`config.mk`:
```
export PLATFORM = sky130hd
export DESIGN_NAME = regfile_mp
export DESIGN_NICKNAME = d
export VERILOG_FILES = /design/src/rtl/regfile_mp.sv
export SDC_FILE = /design/constraint.sdc
export NUM_CORES = 2
export LEC_CHECK = 0
export CORE_MARGIN = 4
export CORE_UTILIZATION = 53
export DETAILED_ROUTE_END_ITERATION = 10
export GPL_TIMING_DRIVEN = 0
export PLACE_DENSITY = 0.84
export SLEW_MARGIN = 20
export SYNTH_ARGS = -nofsm -noshare
export SYNTH_HDL_FRONTEND = slang
export SYNTH_SLANG_ARGS = --single-unit
```
`constraint.sdc`:
```
create_clock -name clk -period 6.35 [get_ports clk]
set_input_delay 1.27 -clock clk [delete_from_list [all_inputs] [get_ports clk]]
set_output_delay 1.27 -clock clk [all_outputs]
set_load 0.02 [all_outputs]
```
`src/rtl/regfile_mp.sv`:
```
// Multi-port register file: two write ports, NUM_RD combinational read ports,
// optional write-to-read bypass and a per-register pending scoreboard with a live count.
module regfile_mp #(
  parameter int DATA_WIDTH = 32,
  parameter int ADDR_WIDTH = 5,
  parameter int NUM_RD     = 2,
  parameter int BYPASS     = 1,
  parameter int ZERO_REG   = 1
) (
  input  logic                           clk,
  input  logic                           i_rst,
  input  logic [NUM_RD*ADDR_WIDTH-1:0]   i_raddr,
  output logic [NUM_RD*DATA_WIDTH-1:0]   o_rdata,
  output logic [NUM_RD-1:0]              o_rbusy,
  input  logic [1:0]                     i_wen,
  input  logic [2*ADDR_WIDTH-1:0]        i_waddr,
  input  logic [2*DATA_WIDTH-1:0]        i_wdata,
  input  logic                           i_iss_en,
  input  logic [ADDR_WIDTH-1:0]          i_iss_addr,
  output logic [ADDR_WIDTH:0]            o_npend
);

  localparam int DEPTH = 2**ADDR_WIDTH;

  logic [DATA_WIDTH-1:0] mem_q [DEPTH];
  logic [DEPTH-1:0]      pend_q, pend_d;
  logic [ADDR_WIDTH:0]   npend_q, npend_d;
  logic [DEPTH-1:0]      wr_hit0, wr_hit1, iss_hit;
  logic                  inc;
  logic [1:0]            dec;

  logic [ADDR_WIDTH-1:0] waddr0, waddr1;
  logic [DATA_WIDTH-1:0] wdata0, wdata1;

  assign waddr0 = i_waddr[0 +: ADDR_WIDTH];
  assign waddr1 = i_waddr[ADDR_WIDTH +: ADDR_WIDTH];
  assign wdata0 = i_wdata[0 +: DATA_WIDTH];
  assign wdata1 = i_wdata[DATA_WIDTH +: DATA_WIDTH];

  // Register 0 is excluded here so it can never be written or marked pending.
  always_comb begin
    wr_hit0 = '0;
    wr_hit1 = '0;
    iss_hit = '0;
    for (int r = 0; r < DEPTH; r++) begin
      if (!(ZERO_REG != 0 && r == 0)) begin
        wr_hit0[r] = i_wen[0] && (waddr0 == ADDR_WIDTH'(r));
        wr_hit1[r] = i_wen[1] && (waddr1 == ADDR_WIDTH'(r));
        iss_hit[r] = i_iss_en && (i_iss_addr == ADDR_WIDTH'(r));
      end
    end
  end

  // A new issue outranks a writeback to the same register.
  always_comb begin
    pend_d = pend_q;
    inc    = 1'b0;
    dec    = 2'd0;
    for (int r = 0; r < DEPTH; r++) begin
      if (iss_hit[r]) begin
        pend_d[r] = 1'b1;
        if (!pend_q[r]) inc = 1'b1;
      end else if (wr_hit0[r] || wr_hit1[r]) begin
        pend_d[r] = 1'b0;
        if (pend_q[r]) dec = dec + 2'd1;
      end
    end
    npend_d = npend_q + (ADDR_WIDTH+1)'(inc) - (ADDR_WIDTH+1)'(dec);
  end

  always_ff @(posedge clk) begin
    if (i_rst) begin
      for (int r = 0; r < DEPTH; r++) mem_q[r] <= '0;
      pend_q  <= '0;
      npend_q <= '0;
    end else begin
      for (int r = 0; r < DEPTH; r++) begin
        if (wr_hit1[r])      mem_q[r] <= wdata1;
        else if (wr_hit0[r]) mem_q[r] <= wdata0;
      end
      pend_q  <= pend_d;
      npend_q <= npend_d;
    end
  end

  assign o_npend = npend_q;

  for (genvar k = 0; k < NUM_RD; k++) begin : g_rd
    logic [ADDR_WIDTH-1:0] ra;
    logic                  zero, byp0, byp1, iss_same;

    assign ra       = i_raddr[k*ADDR_WIDTH +: ADDR_WIDTH];
    assign zero     = (ZERO_REG != 0) && (ra == '0);
    assign byp0     = (BYPASS != 0) && !i_rst && i_wen[0] && (waddr0 == ra);
    assign byp1     = (BYPASS != 0) && !i_rst && i_wen[1] && (waddr1 == ra);
    assign iss_same = i_iss_en && (i_iss_addr == ra);

    assign o_rdata[k*DATA_WIDTH +: DATA_WIDTH] = zero ? '0     :
                                                 byp1 ? wdata1 :
                                                 byp0 ? wdata0 : mem_q[ra];
    // A bypassed writeback satisfies the consumer unless a new producer claims it now.
    assign o_rbusy[k] = !i_rst && pend_q[ra] && !((byp0 || byp1) && !iss_same);
  end

endmodule

```
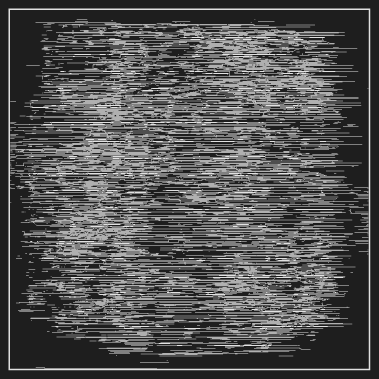
(images/met3.png)
Drawn at 1 px/um.
share of all routed wire	21%
wire length on this layer	71.1 mm
longest straight run	233 um
nets with wire on the layer	1812
M3 GR Usage: 0.325
DRT Wirelength: 344000 um
vias: 62000

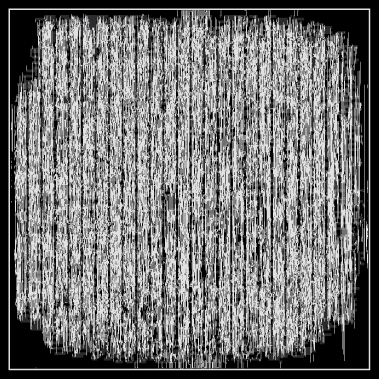
(images/met2.png)
Drawn at 1 px/um.
share of all routed wire	39%
nets with wire on the layer	5317
longest straight run	176 um
met2 Use GR: 0.712

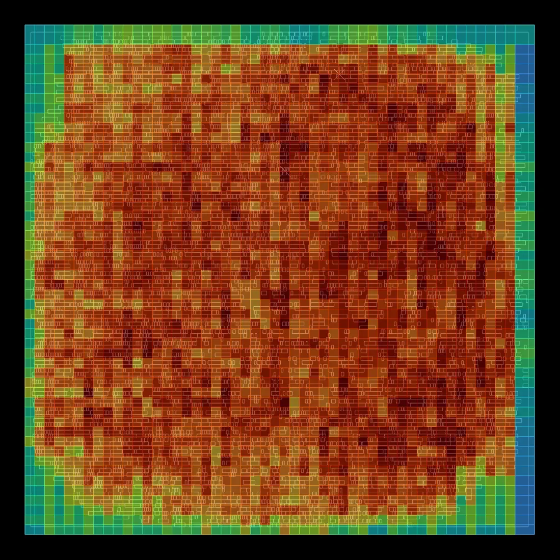
(images/final_congestion.png)
GRT busiest layer: met2
GRT Util Overall: 0.527

==> job_summary.md <==
## Implementation flow summary

| Metric | Value |
|---|---|
| Status | complete, but fails checks |
| Failing checks | design-rule violations, negative setup slack |
| Vias in the first global route | 58500 |
| TritonCTS Buffers | 114 |
| Final ANT Viol Nets | 0 |
| Log Warnings | 28 |
| H-tree levels | 3 |
| Hold WS | 0.523 ns |
| FP Core Util | 0.535 |
| Final min period | 6.51 ns |
| Syn_nets | 5932 |
| Core footprint | 122000 um2 |
| Insertion Delay late pin | 0.79 ns |
| Final worst-path cycle share | 1.03 |
| Routed wl met3 | 71100 um |
| WL per Instance | 43.8 um |
| Worst Hold Path EP | pend_q[17] |
| Post-synthesis cell count | 5829 |
| Reg-to-reg startpoint | pend_q[1] |
| Final Core Density | 0.603 |
| Synth Warn # | 0 |
| Top cell by count, worst path | mux4_2 |
| Flop2flop setup slack | 1.66 ns |
| Crit-path max FO | 10 |
| Finished Layout Cells | 7847 |
| Critical path's slowest cell | mux4_2 |
| CTS clock-pin slew for the worst setup and hold paths | 0.06 ns |
| YS chip area | 65200 um2 |
| PD cells | 263 nW/um2 |
| Clock sink total | 1029 |
| CP delay by family, top | buffers and inverters |
| Required @ worst endpoint | 5.08 ns |
| Global-route wire length before repair | 460000 um |
| Die area | 129000 um2 |
| Post-synth EDFFs | 992 |
| Grt ovf | 0 |
| Top Layer Used | met5 |
| Mapped Avg Cell Area | 11.2 um2 |
| Critical path launch point type | input port |
| Ys async rst share | 0 |
| DRT Pass-1 Iters | 11 |
| Root Driver | clkbuf_16 |
| Gpl congestion | 1.12 |
| Num rows | 128 |
| Largest net degree at the start of global routing | 33 |
| FF-to-FF End | o_npend[5] |
| Hold depth | 2 |
| Synthesized area | 65200 um2 |
| WP data arrival | 5.24 ns |
| Unique cell types | 71 |
| Port-buffer cells | 118 |
| Max IR drop VDD | 0.253 mV |
| TritonCTS clock tree | built |
| Ys flop type | edfxtp_1 |
| Hpwl dp | 263000 um |
| Synth flops | 1029 |
| Final setup fails | 27 |
| Crit-path cells | clkbuf_2, buf_8, buf_2, buf_4, mux4_2, mux4_2, mux2i_1, nand2_1, o21ai_0, a211oi_1, clkdlybuf4s50_1 |
| IO Pins | 166 |
| Relative slew slack | 0.102 |
| Max-Cap Viols | 0 |
| Bufs and invs on worst path | 5 |
| Final worst slack | -0.162 ns |
| Max-slew violation count | 0 |
| Worst r2r path cells | 19 |
| Routed wl met2 | 135000 um |
| Hold/Removal Path Class | register to register |
| Area Growth Syn to Fin | 12.9% |
| Routed met1 length | 105000 um |
| Placed cell area | 68900 um2 |
| Initial DRC Count | 14500 |
| Die y size | 359 um |
| Global routing met1 resource utilization | 0.619 |
| Post-route cell area | 73500 um2 |
| Clock Path Buffers | 3 |
| Dpl ws | -2.53 ns |
| Die Span X | 359 um |
| Initial antenna violation count | 30 |
| Clock skew | 0.0133 ns |
| Synth Seq Share | 0.469 |
| Net total in the final layout | 6196 |
| RSZ-0062 raised after global routing | yes |
| Fmax | 154 MHz |
| Crit end category | output port |
| Ys cells | 5829 |
| Via count normalized by instance count | 7.90 |
| Worst-Margin Slew | 1.35 ns |
| Dpl cells | 7593 |
| Worst hold start | pend_q[17] |
| Drc violations | 2 |
| Leakage | 25.1 nW |
| CP Class | input port to output port |
| Layout cells sized above 1 | 0.184 |
| Crit-path max cell delay | 0.61 ns |
| Final hold violation count | 0 |
| Fillcell total | 9820 |
## area by class of cell
| type | instances | area [um2] | area share |
|---|---|---|---|
| inverters | 17 | 63.8 | 0.000868 |
| repair buffers | 150 | 1670 | 0.0227 |
| multi-input cells | 4018 | 32100 | 0.437 |
| flip-flops and latches | 1029 | 30500 | 0.415 |
| clock inverters | 79 | 764 | 0.0104 |
| clock buffers | 132 | 2940 | 0.0400 |
| well taps | 1625 | 2030 | 0.0276 |
| diodes | 34 | 85.1 | 0.00116 |
| plain buffers | 763 | 3340 | 0.0454 |
## synth_stat cells (10+ instances only)
cell      count  area, um2
nand2_1    1049       3940
edfxtp_1    992      29800
nor2_1      655       2460
clkbuf_1    603       2260
mux4_2      593      13400
a21oi_1     488       2440
a22oi_1     295       2210
o22ai_1     225       1410
buf_1       143        537
a22o_1       95        832
o21ai_0      75        375
mux2_2       68        766
mux2i_1      67        671
a211oi_1     66        495
dfxtp_1      37        741
or2_2        35        219
xor2_1       34        298
nor3_1       32        160
xnor2_1      29        254
or3_1        20        125
and3_1       17        106
inv_1        17       63.8
o21a_1       16        120
buf_2        15       75.1
o21ai_1      15       75.1
nand3_1      12       60.1
nor2b_1      11       68.8
nor4_1       10       62.6
## kinds of logic (layout without fill, tap and decap cells)
group	count (synthesis)	count (layout)	share of synthesized area
AOI/OAI and AO/OA	1320	1320	0.129
xor gates and xnor gates	69	69	0.0103
adders and majority gates	14	14	0.00261
buffers and inverters	782	1141	0.0457
DFF	1029	1029	0.469
muxes	728	728	0.227
other	0	34	0
and+or+nand+nor	1887	1887	0.117
## placed cells by master, fill, tap and decap left out, types with 97 or more instances in the layout
cell             netlist  layout
edfxtp_1             992     992
a22oi_1              295     295
nand2_1             1049    1048
mux4_2               593     593
clkbuf_16              0     115
o22ai_1              225     225
nor2_1               655     648
a21oi_1              488     487
clkdlybuf4s50_1        0     106
buf_1                143      97
clkbuf_1             603     513
## state kept, by name, indices dropped and copies added (netlist names)
register / count
pend_q: 31
o_npend: 6
mem_q: 992
## stage by stage
step	power, mW	setup TNS, ns
final	19.4	-1.35
after global routing	19.4	-0.0383
after CTS	18.8	0
after detailed placement	12.1	-124.66
after global placement	12.0	-237.51
after floorplan	10.4	0
## worst min-delay path, cell delays in order (launching register included)
cell     delay (ns)
dfxtp_1        0.35
nand2_1        0.07
a21oi_1        0.05
## where the power goes
part | internal, mW | switching, mW | leakage [nW]
logic | 1.48 | 2.63 | 13.5
registers | 8.00 | 0.290 | 9.85
clock network | 3.80 | 3.15 | 1.79
total | 13.3 | 6.07 | 25.1
## worst max path at each step
stage | startpoint | slack [ns] | depth (start not counted) | endpoint
final | i_raddr[5] | -0.16 | 11 | o_rdata[56]
after global routing | i_raddr[5] | -0.03 | 12 | o_rdata[57]
after CTS | i_raddr[0] | 0.0001 | 10 | o_rdata[6]
after global placement | i_raddr[5] | -4.39 | 12 | o_rdata[52]
after detailed placement | i_raddr[6] | -2.53 | 11 | o_rdata[52]
after floorplan | i_waddr[3] | 0.22 | 23 | o_npend[5]
## repair_timing
item,CTS,global route
cloned,0,0
buffers inserted,2,9
gates resized,183,131
hold buffers,0,0
endpoints found under the setup margin,72,67
pin swaps,3,16
No activity file was given, so power comes from the tool's default toggle rates.
